### src/rtl/cpu4_pkg.sv
// Shared opcodes, sequencer state encoding and bus helpers for the 4-bit CPU
// instruction-feed path.
package cpu4_pkg;

    localparam int unsigned NIBBLE_W = 4;

    localparam logic [NIBBLE_W-1:0] OP_ADD   = 4'd0;
    localparam logic [NIBBLE_W-1:0] OP_SUB   = 4'd1;
    localparam logic [NIBBLE_W-1:0] OP_STORE = 4'd2;
    localparam logic [NIBBLE_W-1:0] OP_LOAD  = 4'd3;
    localparam logic [NIBBLE_W-1:0] OP_AND   = 4'd5;
    localparam logic [NIBBLE_W-1:0] OP_OR    = 4'd6;
    localparam logic [NIBBLE_W-1:0] OP_XOR   = 4'd7;
    localparam logic [NIBBLE_W-1:0] OP_NOT   = 4'd8;
    localparam logic [NIBBLE_W-1:0] OP_SHL   = 4'd9;
    localparam logic [NIBBLE_W-1:0] OP_SHR   = 4'd10;
    localparam logic [NIBBLE_W-1:0] OP_HALT  = 4'd15;

    typedef enum logic [2:0] {
        StIdle  = 3'd0,
        StFetch = 3'd1,
        StIssue = 3'd2,
        StPause = 3'd3,
        StHalt  = 3'd4
    } state_t;

    typedef struct packed {
        logic [NIBBLE_W-1:0] opcode;
        logic [NIBBLE_W-1:0] addr;
        logic [NIBBLE_W-1:0] data;
    } instr_t;

    // The CPU samples nibbles in the upper half of its 8-bit input buses.
    function automatic logic [2*NIBBLE_W-1:0] to_bus(input logic [NIBBLE_W-1:0] nib);
        return {nib, {NIBBLE_W{1'b0}}};
    endfunction

endpackage

### src/rtl/cpu_prog_mem.sv
// 16 x 12 program store: synchronous write, asynchronous read, not reset so
// a loaded program survives sequencer resets.
module cpu_prog_mem
    import cpu4_pkg::*;
(
    input  logic                  clk,
    input  logic                  we,
    input  logic [NIBBLE_W-1:0]   waddr,
    input  logic [3*NIBBLE_W-1:0] wdata,
    input  logic [NIBBLE_W-1:0]   raddr,
    output logic [3*NIBBLE_W-1:0] rdata
);

    logic [3*NIBBLE_W-1:0] mem [16];

    always_ff @(posedge clk) begin
        if (we) begin
            mem[waddr] <= wdata;
        end
    end

    assign rdata = mem[raddr];

endmodule

### src/rtl/cpu_instr_sequencer.sv
// Instruction-feed sequencer for the 4-bit CPU: steps a 16-entry program and
// holds each instruction on the CPU input buses for HOLD_CYCLES cycles.
module cpu_instr_sequencer
    import cpu4_pkg::*;
#(
    parameter int unsigned         HOLD_CYCLES = 3,
    parameter logic [NIBBLE_W-1:0] HALT_OP     = 4'hF
) (
    input  logic        clk,
    input  logic        rst,
    input  logic        prog_we,
    input  logic [3:0]  prog_addr,
    input  logic [11:0] prog_wdata,
    input  logic        start,
    input  logic        step_mode,
    input  logic        step,
    output logic [7:0]  out_opcode,
    output logic [7:0]  out_addr,
    output logic [7:0]  out_data,
    output logic        out_write_ena,
    output logic        busy,
    output logic        halted,
    output logic [3:0]  pc
);

    localparam logic [3:0] HOLD_LAST = 4'(HOLD_CYCLES - 1);

    state_t     state_q, state_d;
    logic [3:0] pc_d;
    logic [3:0] hold_q, hold_d;
    instr_t     instr_q, instr_d;
    instr_t     mem_rdata;
    logic       mem_we;

    logic [7:0] opcode_d, addr_d, data_d;
    logic       write_ena_d;

    // Program may only change while nothing is being fed to the CPU.
    assign mem_we = prog_we && (state_q == StIdle || state_q == StHalt);

    cpu_prog_mem u_prog_mem (
        .clk   (clk),
        .we    (mem_we),
        .waddr (prog_addr),
        .wdata (prog_wdata),
        .raddr (pc),
        .rdata (mem_rdata)
    );

    always_comb begin
        state_d = state_q;
        pc_d    = pc;
        hold_d  = hold_q;
        instr_d = instr_q;
        case (state_q)
            StIdle, StHalt: begin
                if (start) begin
                    state_d = StFetch;
                    pc_d    = '0;
                end
            end
            StFetch: begin
                instr_d = mem_rdata;
                if (mem_rdata.opcode == HALT_OP) begin
                    state_d = StHalt;
                end else begin
                    state_d = StIssue;
                    hold_d  = HOLD_LAST;
                end
            end
            StIssue: begin
                if (hold_q != '0) begin
                    hold_d = hold_q - 4'd1;
                end else if (pc == 4'hF) begin
                    state_d = StHalt;
                end else begin
                    pc_d    = pc + 4'd1;
                    state_d = step_mode ? StPause : StFetch;
                end
            end
            StPause: begin
                if (step) begin
                    state_d = StFetch;
                end
            end
            default: state_d = StIdle;
        endcase
    end

    // Buses are registered from the ISSUE state, so they trail it by one cycle;
    // the FETCH that separates instructions still yields a gap cycle on the bus.
    always_comb begin
        opcode_d    = to_bus(HALT_OP);
        addr_d      = '0;
        data_d      = '0;
        write_ena_d = 1'b0;
        if (state_q == StIssue) begin
            opcode_d    = to_bus(instr_q.opcode);
            addr_d      = to_bus(instr_q.addr);
            data_d      = to_bus(instr_q.data);
            write_ena_d = (instr_q.opcode == OP_STORE);
        end
    end

    always_ff @(posedge clk) begin
        if (rst) begin
            state_q       <= StIdle;
            pc            <= '0;
            hold_q        <= '0;
            instr_q       <= '0;
            out_opcode    <= to_bus(HALT_OP);
            out_addr      <= '0;
            out_data      <= '0;
            out_write_ena <= 1'b0;
        end else begin
            state_q       <= state_d;
            pc            <= pc_d;
            hold_q        <= hold_d;
            instr_q       <= instr_d;
            out_opcode    <= opcode_d;
            out_addr      <= addr_d;
            out_data      <= data_d;
            out_write_ena <= write_ena_d;
        end
    end

    assign busy   = (state_q == StFetch) || (state_q == StIssue) || (state_q == StPause);
    assign halted = (state_q == StHalt);

endmodule

### config.mk
export PLATFORM = sky130hd
export DESIGN_NAME = cpu_instr_sequencer
export DESIGN_NICKNAME = d
export VERILOG_FILES = /design/src/rtl/cpu4_pkg.sv /design/src/rtl/cpu_prog_mem.sv /design/src/rtl/cpu_instr_sequencer.sv
export SDC_FILE = /design/constraint.sdc
export NUM_CORES = 1
export LEC_CHECK = 0
export CORE_MARGIN = 2
export CORE_UTILIZATION = 59
export DETAILED_ROUTE_END_ITERATION = 8
export GPL_TIMING_DRIVEN = 0
export PLACE_DENSITY_LB_ADDON = 0.1
export SLEW_MARGIN = 30
export SYNTH_ARGS = -nofsm -noshare
export SYNTH_HDL_FRONTEND = slang
export SYNTH_SLANG_ARGS = --single-unit
### constraint.sdc
create_clock -name clk -period 3.5 [get_ports clk]
set_clock_uncertainty 0.05 [all_clocks]
set_input_delay 0.35 -clock clk [delete_from_list [all_inputs] [get_ports clk]]
set_output_delay 0.35 -clock clk [all_outputs]
set_load 0.02 [all_outputs]
Figure 1. Placement view.
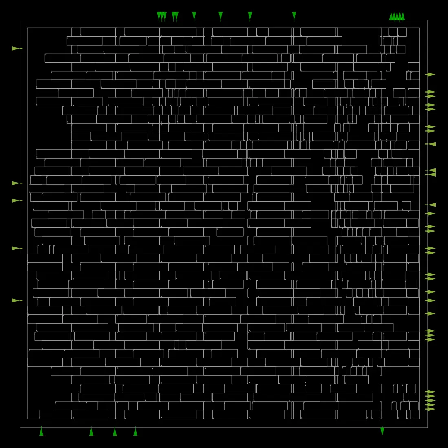
Std-Cell Core Area: 15,000 µm²
register fraction of the total cell area: 62.7%

Figure 2. Metal layers overlaid.
Scale: 4 px per µm. Two of the layers only.
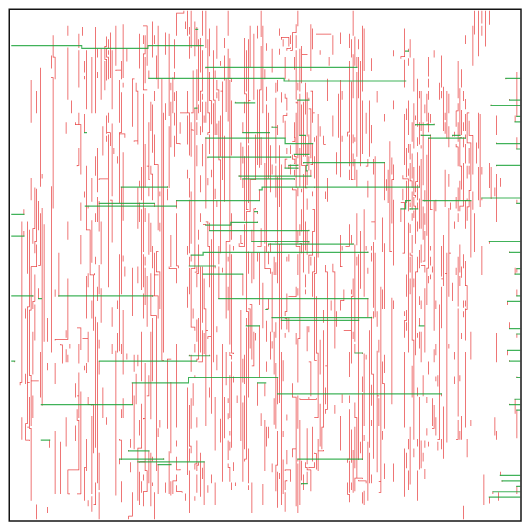
M2 -> red  # wire length 8,320 µm
M3 -> green  # wire length 965 µm
routed wirelength normalized by instance count: 21.9 µm
total wirelength of the detailed-routed design: 16,800 µm
total number of vias: 4,553

Figure 3. Ports around the boundary.
Scale: 4 px per µm. Pins as bars across the die edge, other pins in grey.
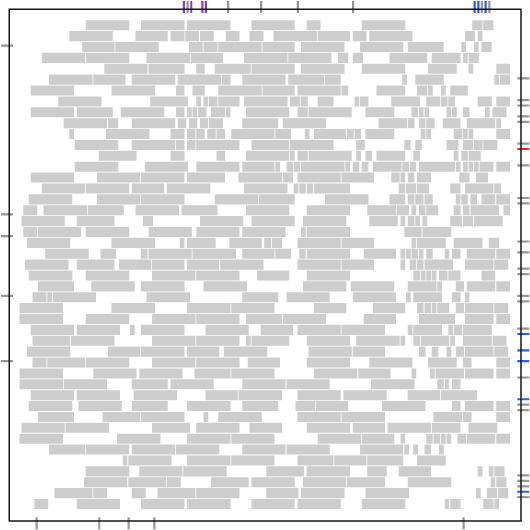
prog_addr -> purple  # pins 4, direction input, edge top
busy -> red  # pins 1, direction output, edge right
out_data -> blue  # pins 8, direction output, edge 5 right, 3 top
die boundary width: 128 µm
vertical die size: 128 µm
tally of buffers added on design ports: 39

Figure 4. Port wiring.
Scale: 2 px per µm.
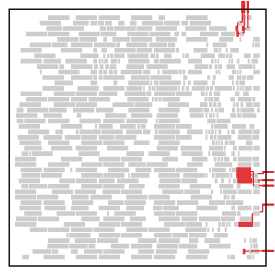
out_data -> red  # direction output, end cells 8, buffers 8, wire 73.1 µm
number of top-level pins: 53

## critical path, cell delays in order, from the launching register on
cell,delay (ps)
dfxtp_1,290
clkbuf_1,180
nor2_1,580
nand2_1,140
or3_1,440
nor3_2,430
buf_4,260
buf_4,170
## logic make-up after synthesis
kind of cell | count (synthesis) | share of synthesized area [%]
flip-flops | 232 | 72.9
other | 1 | 0.0416
AND-OR/OR-AND | 40 | 2.79
AND/OR/NAND/NOR | 116 | 6.40
multiplexers | 57 | 14.9
buffers and inverters | 36 | 2.75
adder cells (fa/ha/maj) | 2 | 0.278
## routing by layer
layer	vias up	part of all wire [%]	GRT usage, %
met2	153	49	35.1
met3	21	5.7	2.81
li1	2075	-	-
met4	0	1.6	6.08
met1	2304	43	31.5
met5	-	0	0
==> GITHUB_STEP_SUMMARY <==
### Metrics collected by this job

| Metric | Value |
|---|---|
| Main area contributors | edfxtp_1 (64%), mux4_2 (9.5%), dfxtp_1 (8.9%) |
| Number of fill cells | between 900 and 1,000 |
| Number of non-clock buffers in the layout | around 78 |
| Count leader, synth | edfxtp_1 |
| Ys Warns | 0 |
| Instance count after placement with tap cells included | around 730 |
| Syn avg cell area | 18.6 µm² |
| Proportion of power drawn by the clock network | around 36% |
| R2R depth | 7 |
| Violation count after the first detailed-route iteration | between 300 and 400 |
| Remaining global-route overflow | 0 |
| Origin of the critical flop-to-flop path | state_q[0] |
| Util after Layout | between 60% and 70% |
| Non-clock buffer share | under 10% |
| Unrepaired setup endpoints after global routing | no |
| Register area | ~6600 µm² |
| CTS Buf Count | 23 |
| Async SR Flop Fraction | 0% |
| Startpoint of the lowest-slack hold path | rst |
| Proportion of power drawn by combinational gates | between 10% and 20% |
| Status | finished, final reports clean |
| Multi-input gates | approximately 230 |
| Post-synth top cells | edfxtp_1 (192), dfxtp_1 (40), mux4_2 (38), nand2_1 (35), nor2_1 (29) |
| Combinational Area | between 2000 and 2500 µm² |
| Capturing instance or port of the critical path | u_prog_mem.mem[0][5] |
| Largest register FFs | roughly 190 |
| Kind of start point of the critical path | flop |
| Commonest register cell after synthesis | edfxtp_1 |
| Synthesis-stage register bit count | ~230 |
| Yosys stat area | about 9000 µm² |
| Synthesis-to-layout area growth | 16.2% |
| Non-filler instance count after layout | around 770 |
| Fraction of power spent switching nets | 23.1% |
| Number of nets in the layout | 589 |
| Syn Std Cell Area | about 9000 µm² |
| Non-clock inverter count in the final layout | 3 |
| Fraction of final layout cells with drive strength greater than 1 | between 20% and 30% |
| Leak | about 0.0034 µW |
| Post-synthesis cell type with the largest combined area | edfxtp_1 |
| Antenna violations before repair | 0 |
| Required time of the critical path | ~3700 ps |
| Data arrival at the endpoint of the critical path | approximately 3000 ps |
| Max clock buf depth | 3 |
| Multi-input gate share of the layout cell area | a little over a fifth |
| Path category of the worst min-delay check | primary input to flop |
| Number of hold buffers added after CTS | 0 |
| Clk slew on worst S/H paths | 60 ps |
| Post-CTS resize count | 0 |
| Pins Over Slew Limit | 0 |
| Final setup violation count | 0 |
| PnR worst setup slack | roughly 670 ps |
| Total number of placement rows | 45 |
| Time the final worst path needs with I/O delays and setup | between 2000 and 3000 ps |
| Reg power frac | between 50% and 60% |
| Worst IR Drop VDD | between 0.4 and 0.5 mV |
| Number of detailed-routing iterations run before antenna repair | 5 |
| Area post-placement | roughly 9800 µm² |
| Post-synthesis cell type count | ~46 |
| Endpoint of the worst-slack reg-to-reg timing path | u_prog_mem.mem[0][5] |
| Number of global-route vias before repair | around 4,500 |
| Vias per std cell | roughly 6 |
| Count of max-cap constraint violations | 0 |
| Number of well taps | roughly 190 |
| Clock group | 2230 µW |
| Number of enable flip-flop cells | between 150 and 200 |
| H-tree levels | 1 |
| Global-route wire length before repair | 25,700 µm |
| Final sequential cell count | about 230 |
| Antenna Diode Count | 0 |
| Final cycle utilization of the critical path | 81.0% |
| Maximum number of pins on one net before global-route repair | 17 |
| Most instantiated logic cells after routing | edfxtp_1 (192), dfxtp_1 (40), clkdlybuf4s50_1 (39) |
| DRC errors left | 0 |
| Placement Setup Slack | between 600 and 700 ps |
| Post-Syn Instances | between 400 and 500 |
| Count of clock-net buffers in the final layout | 35 |
| Biggest power consumer among the groups | sequential cells |
| Worst R2R Setup Slack | around 670 ps |
| Final antenna-violating net count | 0 |
Power is estimated from default activity; no workload was simulated.
